[src/rtl/cfg_sequencer_pkg.sv]
// Shared definitions for the fpga configuration path: byte width, serializer
// fill-count width, and the sequencer state encoding used by cfg_sequencer and
// the tile modules.
package cfg_sequencer_pkg;

    localparam int BYTE_W = 8;
    localparam int FILL_W = 4;   // holds 0..BYTE_W

    typedef enum logic [2:0] {
        ST_IDLE,
        ST_SELECT,
        ST_ARM,
        ST_STREAM,
        ST_WAIT_READY,
        ST_RUN,
        ST_ERROR
    } seq_state_e;

endpackage

[src/rtl/cfg_sequencer_if.sv]
// axi_stream_if: minimal AXI-stream style bundle for the configuration
// bitstream broadcast to all lut tiles.
//   tvalid/tdata/tlast : master -> slave
//   tready             : slave  -> master
// Only tdata[0] carries payload in the configuration path.
interface axi_stream_if #(
    parameter int DATA_W = 1
);
    logic              tvalid;
    logic              tready;
    logic              tlast;
    logic [DATA_W-1:0] tdata;

    modport master (output tvalid, tdata, tlast, input tready);
    modport slave  (input tvalid, tdata, tlast, output tready);
endinterface

[src/rtl/cfg_sequencer_byte_serializer.sv]
// byte_serializer: one-byte buffer that turns packed bitstream bytes into
// single-bit beats, LSB first.
//   clk, rst_n   : clock, synchronous active-low reset
//   load_en      : byte intake allowed (sequencer in ARM or STREAM)
//   stream_en    : beats may be presented (sequencer in STREAM)
//   flush        : drop whatever bits remain in the buffer
//   in_valid/in_data/in_ready : byte input handshake
//   bit_valid/bit_data/bit_ready : bit output handshake
module byte_serializer
    import cfg_sequencer_pkg::*;
(
    input  logic              clk,
    input  logic              rst_n,
    input  logic              load_en,
    input  logic              stream_en,
    input  logic              flush,
    input  logic              in_valid,
    input  logic [BYTE_W-1:0] in_data,
    output logic              in_ready,
    output logic              bit_valid,
    output logic              bit_data,
    input  logic              bit_ready
);

    logic [BYTE_W-1:0] shreg;
    logic [FILL_W-1:0] fill;

    // A new byte is taken only once every bit of the previous one is gone,
    // so intake and bit consumption never happen in the same cycle.
    assign in_ready  = load_en && (fill == '0);
    assign bit_valid = stream_en && (fill != '0);
    assign bit_data  = shreg[0];

    always_ff @(posedge clk) begin
        if (!rst_n) begin
            shreg <= '0;
            fill  <= '0;
        end else if (flush) begin
            fill  <= '0;
        end else if (in_valid && in_ready) begin
            shreg <= in_data;
            fill  <= FILL_W'(BYTE_W);
        end else if (bit_valid && bit_ready) begin
            shreg <= {1'b0, shreg[BYTE_W-1:1]};
            fill  <= fill - FILL_W'(1);
        end
    end

endmodule

[src/rtl/cfg_sequencer.sv]
// cfg_sequencer: configures NUM_TILES lut tiles in turn from a packed byte
// stream. Each tile gets a one-cycle cfg pulse, an idle ARM cycle, then
// BITS_PER_TILE single-bit beats on the broadcast bitstream, then the
// sequencer waits for that tile's cfg_ready (bounded by TIMEOUT_CYCLES).
//   clk, rst_n          : clock, synchronous active-low reset
//   start               : begin a pass (honoured in IDLE, RUN, ERROR)
//   in_valid/in_data/in_ready : packed bitstream bytes, LSB first
//   cfg[NUM_TILES]      : one-hot configure pulse
//   tile_ready          : per-tile cfg_ready
//   bitstream           : broadcast bit stream (tdata[0], tlast)
//   run / busy / error  : pass complete / pass in progress / timeout
module cfg_sequencer
    import cfg_sequencer_pkg::*;
#(
    parameter int NUM_TILES      = 4,
    parameter int BITS_PER_TILE  = 16,
    parameter int TIMEOUT_CYCLES = 64
) (
    input  logic                 clk,
    input  logic                 rst_n,
    input  logic                 start,
    input  logic                 in_valid,
    input  logic [BYTE_W-1:0]    in_data,
    output logic                 in_ready,
    output logic [NUM_TILES-1:0] cfg,
    input  logic [NUM_TILES-1:0] tile_ready,
    axi_stream_if.master         bitstream,
    output logic                 run,
    output logic                 busy,
    output logic                 error
);

    localparam int IDX_W  = (NUM_TILES > 1) ? $clog2(NUM_TILES) : 1;
    localparam int BEAT_W = $clog2(BITS_PER_TILE + 1);
    localparam int WAIT_W = $clog2(TIMEOUT_CYCLES + 1);
    localparam logic [IDX_W-1:0]  LAST_IDX  = IDX_W'(NUM_TILES - 1);
    localparam logic [BEAT_W-1:0] LAST_BEAT = BEAT_W'(BITS_PER_TILE - 1);
    localparam logic [WAIT_W-1:0] LAST_WAIT = WAIT_W'(TIMEOUT_CYCLES - 1);

    seq_state_e        state, state_nxt;
    logic [IDX_W-1:0]  idx, idx_nxt;
    logic [BEAT_W-1:0] beat, beat_nxt;
    logic [WAIT_W-1:0] wait_cnt, wait_nxt;
    logic              flush, beat_done, ser_data;

    assign beat_done = bitstream.tvalid && bitstream.tready;

    always_ff @(posedge clk) begin
        if (!rst_n) begin
            state    <= ST_IDLE;
            idx      <= '0;
            beat     <= '0;
            wait_cnt <= '0;
        end else begin
            state    <= state_nxt;
            idx      <= idx_nxt;
            beat     <= beat_nxt;
            wait_cnt <= wait_nxt;
        end
    end

    always_comb begin
        state_nxt = state;
        idx_nxt   = idx;
        beat_nxt  = beat;
        wait_nxt  = wait_cnt;
        flush     = 1'b0;
        case (state)
            ST_IDLE, ST_RUN, ST_ERROR: begin
                // Every pass starts on a byte boundary, so leftovers from an
                // aborted (timed-out) pass are dropped as well.
                if (start) begin
                    state_nxt = ST_SELECT;
                    idx_nxt   = '0;
                    flush     = 1'b1;
                end
            end
            ST_SELECT: begin
                state_nxt = ST_ARM;
                beat_nxt  = '0;
            end
            ST_ARM: state_nxt = ST_STREAM;
            ST_STREAM: begin
                if (beat_done) begin
                    if (beat == LAST_BEAT) begin
                        state_nxt = ST_WAIT_READY;
                        beat_nxt  = '0;
                        wait_nxt  = '0;
                        // Unused tail of the final byte belongs to no tile.
                        flush     = (idx == LAST_IDX);
                    end else begin
                        beat_nxt  = beat + BEAT_W'(1);
                    end
                end
            end
            ST_WAIT_READY: begin
                if (tile_ready[idx]) begin
                    if (idx == LAST_IDX) begin
                        state_nxt = ST_RUN;
                    end else begin
                        idx_nxt   = idx + IDX_W'(1);
                        state_nxt = ST_SELECT;
                    end
                end else if (wait_cnt == LAST_WAIT) begin
                    state_nxt = ST_ERROR;
                end else begin
                    wait_nxt  = wait_cnt + WAIT_W'(1);
                end
            end
            default: state_nxt = ST_IDLE;
        endcase
    end

    assign cfg   = (state == ST_SELECT) ? (NUM_TILES'(1) << idx) : '0;
    assign run   = (state == ST_RUN);
    // ERROR is left only by start or reset, so the state itself is the sticky flag.
    assign error = (state == ST_ERROR);
    assign busy  = !(state == ST_IDLE || state == ST_RUN || state == ST_ERROR);

    assign bitstream.tlast = (state == ST_STREAM) && (beat == LAST_BEAT);
    always_comb begin
        bitstream.tdata    = '0;
        bitstream.tdata[0] = ser_data;
    end

    byte_serializer u_ser (
        .clk       (clk),
        .rst_n     (rst_n),
        .load_en   (state == ST_ARM || state == ST_STREAM),
        .stream_en (state == ST_STREAM),
        .flush     (flush),
        .in_valid  (in_valid),
        .in_data   (in_data),
        .in_ready  (in_ready),
        .bit_valid (bitstream.tvalid),
        .bit_data  (ser_data),
        .bit_ready (bitstream.tready)
    );

endmodule

[src/flat_wrapper.sv]
// flat-port wrapper written by rule: the top's interface ports become plain ports
module cfg_sequencer_flat import cfg_sequencer_pkg::*;
#(
    parameter int NUM_TILES      = 4,
    parameter int BITS_PER_TILE  = 16,
    parameter int TIMEOUT_CYCLES = 64
)
  (clk, rst_n, start, in_valid, in_data, in_ready, cfg, tile_ready, run, busy, error, bitstream_tvalid, bitstream_tdata, bitstream_tlast, bitstream_tready);
  axi_stream_if #(.DATA_W(1)) bitstream_i ();
  input  logic clk;
  input  logic rst_n;
  input  logic start;
  input  logic in_valid;
  input  logic [BYTE_W-1:0] in_data;
  output logic in_ready;
  output logic [NUM_TILES-1:0] cfg;
  input  logic [NUM_TILES-1:0] tile_ready;
  output logic run;
  output logic busy;
  output logic error;
  output wire logic [$bits(bitstream_i.tvalid)-1:0] bitstream_tvalid;
  output wire logic [$bits(bitstream_i.tdata)-1:0] bitstream_tdata;
  output wire logic [$bits(bitstream_i.tlast)-1:0] bitstream_tlast;
  input wire logic [$bits(bitstream_i.tready)-1:0] bitstream_tready;
  assign bitstream_tvalid = bitstream_i.tvalid;
  assign bitstream_tdata = bitstream_i.tdata;
  assign bitstream_tlast = bitstream_i.tlast;
  assign bitstream_i.tready = bitstream_tready;
  cfg_sequencer #(.NUM_TILES(NUM_TILES), .BITS_PER_TILE(BITS_PER_TILE), .TIMEOUT_CYCLES(TIMEOUT_CYCLES)) u_core (.clk(clk), .rst_n(rst_n), .start(start), .in_valid(in_valid), .in_data(in_data), .in_ready(in_ready), .cfg(cfg), .tile_ready(tile_ready), .bitstream(bitstream_i), .run(run), .busy(busy), .error(error));
endmodule
[config.mk]
export PLATFORM = sky130hd
export DESIGN_NAME = cfg_sequencer_flat
export DESIGN_NICKNAME = d
export VERILOG_FILES = /design/src/rtl/cfg_sequencer_pkg.sv /design/src/rtl/cfg_sequencer_if.sv /design/src/rtl/cfg_sequencer_byte_serializer.sv /design/src/rtl/cfg_sequencer.sv /design/src/flat_wrapper.sv
export SDC_FILE = /design/constraint.sdc
export NUM_CORES = 1
export LEC_CHECK = 0
export CAP_MARGIN = 20
export CORE_ASPECT_RATIO = 2
export CORE_MARGIN = 2
export CORE_UTILIZATION = 53
export CTS_CLUSTER_SIZE = 20
export DETAILED_ROUTE_END_ITERATION = 7
export HOLD_SLACK_MARGIN = 0.1
export PLACE_DENSITY = 0.82
export SKIP_CTS_REPAIR_TIMING = 1
export SYNTH_ARGS = -nofsm -noshare
export SYNTH_HDL_FRONTEND = slang
export SYNTH_SLANG_ARGS = --single-unit
[constraint.sdc]
create_clock -name clk -period 2.5 [get_ports clk]
set_input_delay 0.375 -clock clk [delete_from_list [all_inputs] [get_ports clk]]
set_output_delay 0.375 -clock clk [all_outputs]
set_load 0.02 [all_outputs]
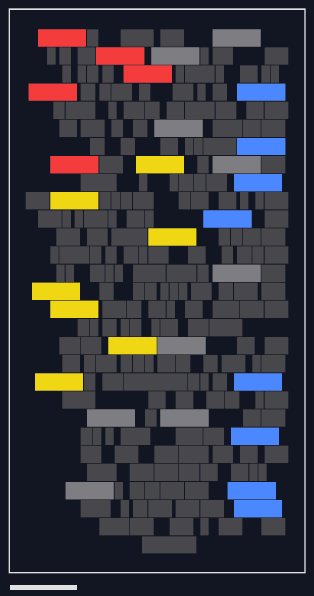
flops_by_reg.png
Scale bar: 10 µm.
| colour | signal | sequential cells |
|---|---|---|
| red | u_core.beat | 5 |
| yellow | u_core.wait_cnt | 7 |
| blue | u_core.u_ser.shreg | 8 |

==> results_slide.txt <==
Run Summary

Die
  – # Taps: 31
  – Die area: 0.00373 mm²
  – Fp util: 54.9%
  – Core ar.: 0.00312 mm²
  – Die width: 44.2 µm
  – Die Height: 84.4 µm
  – Std-Cell Rows: 29

Power and ir drop
  – PwrDens: 764 mW/mm²
  – Dominant power group: combinational logic
  – Clock power frac: 23.3%
  – Switching Fraction: 37.6%
  – Total Power: 1630 µW
  – Pint: 1020 µW
  – Combinational power share: 40.2%
  – Maximum vdd drop: 412 µV
  – Sequential share of power: 36.5%
  – Seq pwr: 595 µW
  – P_clk: 380 µW

Timing
  – Fin crit share: 94.4%
  – Clk_skew: 0.00967 ns
  – RSZ-0062 raised after global routing: no
  – Final WS setup: 0.141 ns
  – Final setup viols: 0
  – Max Fclk: 424 MHz
  – Worst slew margin relative to its limit: 39.8%
  – Final Max Tran Viols: 0
  – TNS Setup: 0 ns
  – Worst-Margin Slew: 0.897 ns
  – Final Hold Fails: 0

Placed design
  – Pre-CTS setup slack: 0.145 ns
  – DP HPWL: 2920 µm
  – Buffers added on ports: 27
  – Final Wtd Congestion: 0.874
  – Cell area after placement: 0.00204 mm²

Synthesis
  – Cell type with the largest total area: dfxtp_1
  – Xor/xnor share: 2.55%
  – Flops & latches, synth: 29
  – Mapped cell area: 0.00171 mm²
  – Mux area share: 8.91%
  – Dominant cell area share: 33.9%
  – Number of enable flip-flop cells: 0
  – Avg Inst Size Synth: 8.61 µm²
  – Share of synthesized registers carrying an async set or reset: 0%
  – Yosys chip area: 0.00171 mm²
  – Yosys aoi share: 18.8%
  – Main synth FF type: dfxtp_1
  – Syn nets: 224
  – Top area cell types: dfxtp_1 (34%), ha_1 (5.8%), mux2i_1 (5.8%)
  – Yosys top cell by instances: dfxtp_1
  – Sequential element share of the synthesized area: 33.9%
  – Simple share: 25.6%

Finish
  – Finished Cell Area: 0.00214 mm²
  – Logic share of the area: 49.9%
  – Dominant class by area: logic gates
  – Top Layout Cells: dfxtp_1 (29), clkdlybuf4s50_1 (27), nor2_1 (25)
  – Antenna Cells: 0
  – Final nets: 256
  – Signal buffers: 35
  – Nonclk inv count: 9
  – Combinational gates: 151
  – Non-clock buffer contribution to total cell area: 15.5%
  – Register area: 581 µm²
  – Most frequent logic cell in the layout: dfxtp_1
  – Clock buf/inv share: 4.04%
  – Clock buffer count: 5
  – Finished Layout Cells: 263
  – Number of fill cells in the layout: 245
  – Flip-flops: 29
  – Fraction of area in registers: 27.2%
  – Area grow syn2layout: 24.7%
  – Final Util: 68.5%

GRT
  – GRT overflow: 0
  – First-pass GRT wire length: 6190 µm
  – Antenna violations before repair: 0
  – Vias in the first global route: 1,431

Setup path
  – Reg2Reg Depth: 7
  – Worst flop-to-flop path endpoint: u_core.u_ser.shreg[2]
  – CP startpoint kind: flop
  – Critical R2R Launch: u_core.u_ser.fill[0]
  – Crit Path Class: flop to output port
  – R2r setup slk: 0.32 ns
  – Crit. Startpoint: u_core.state[1]
  – Crit path DAT: 1.98 ns
  – Critical path capture point type: output port

Hold path
  – Hold Crit Start: u_core.wait_cnt[6]
  – Worst Hold Class: flop to flop
  – Hold endpoint: u_core.wait_cnt[6]

Outcome
  – Status: complete, no violations

Run
  – Maxcap violations: 0
  – Log Warnings: 30

Detailed routing
  – DR WL/cell: 14.8 µm
  – DRC violations left: 0
  – Vias per cell: 6.00
  – 1st-pass router iterations: 4
  – Vias: 1,579
  – Detailed Route WL: 3890 µm

Clocking
  – Root buf cell: clkbuf_8
  – Late-Pin Clk Latency: 0.29 ns
  – TritonCTS buffer count: 5
  – Clock Path Buffers: 2
  – Reg clk slew, reported paths: 0.07 ns
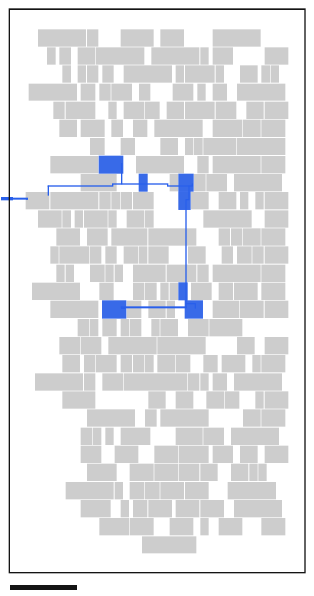
io_fan.png
Scale bar: 10 µm.
| colour | port | bits | direction | edge | end cells | buffers | wire |
|---|---|---|---|---|---|---|---|
| blue | rst_n | 1 | input | left | 7 | 1 | 60.3 µm |

[sequential cells by signal, summed over array words and instances (netlist names)]
signal              cells
u_core.u_ser.shreg      8
u_core.wait_cnt         7
u_core.beat             5
u_core.u_ser.fill       4
u_core.state            3
u_core.idx              2
[worst max-delay path, cell delays in order, from the launching register on]
cell             delay, ns
dfxtp_1               0.53
and3b_1               0.23
o21bai_1              0.24
inv_1                 0.09
clkdlybuf4s50_1       0.60
[routing by layer]
metal,GRT usage (%),vias up,part of all wire [%],wire length (µm)
li1,-,779,-,-
met1,19.7,757,38,1490
met2,42.0,34,56,2180
met3,4.73,9,3.4,133
met4,12.4,0,2.2,85
met5,0,-,0,0
Power is estimated from default activity; no workload was simulated.
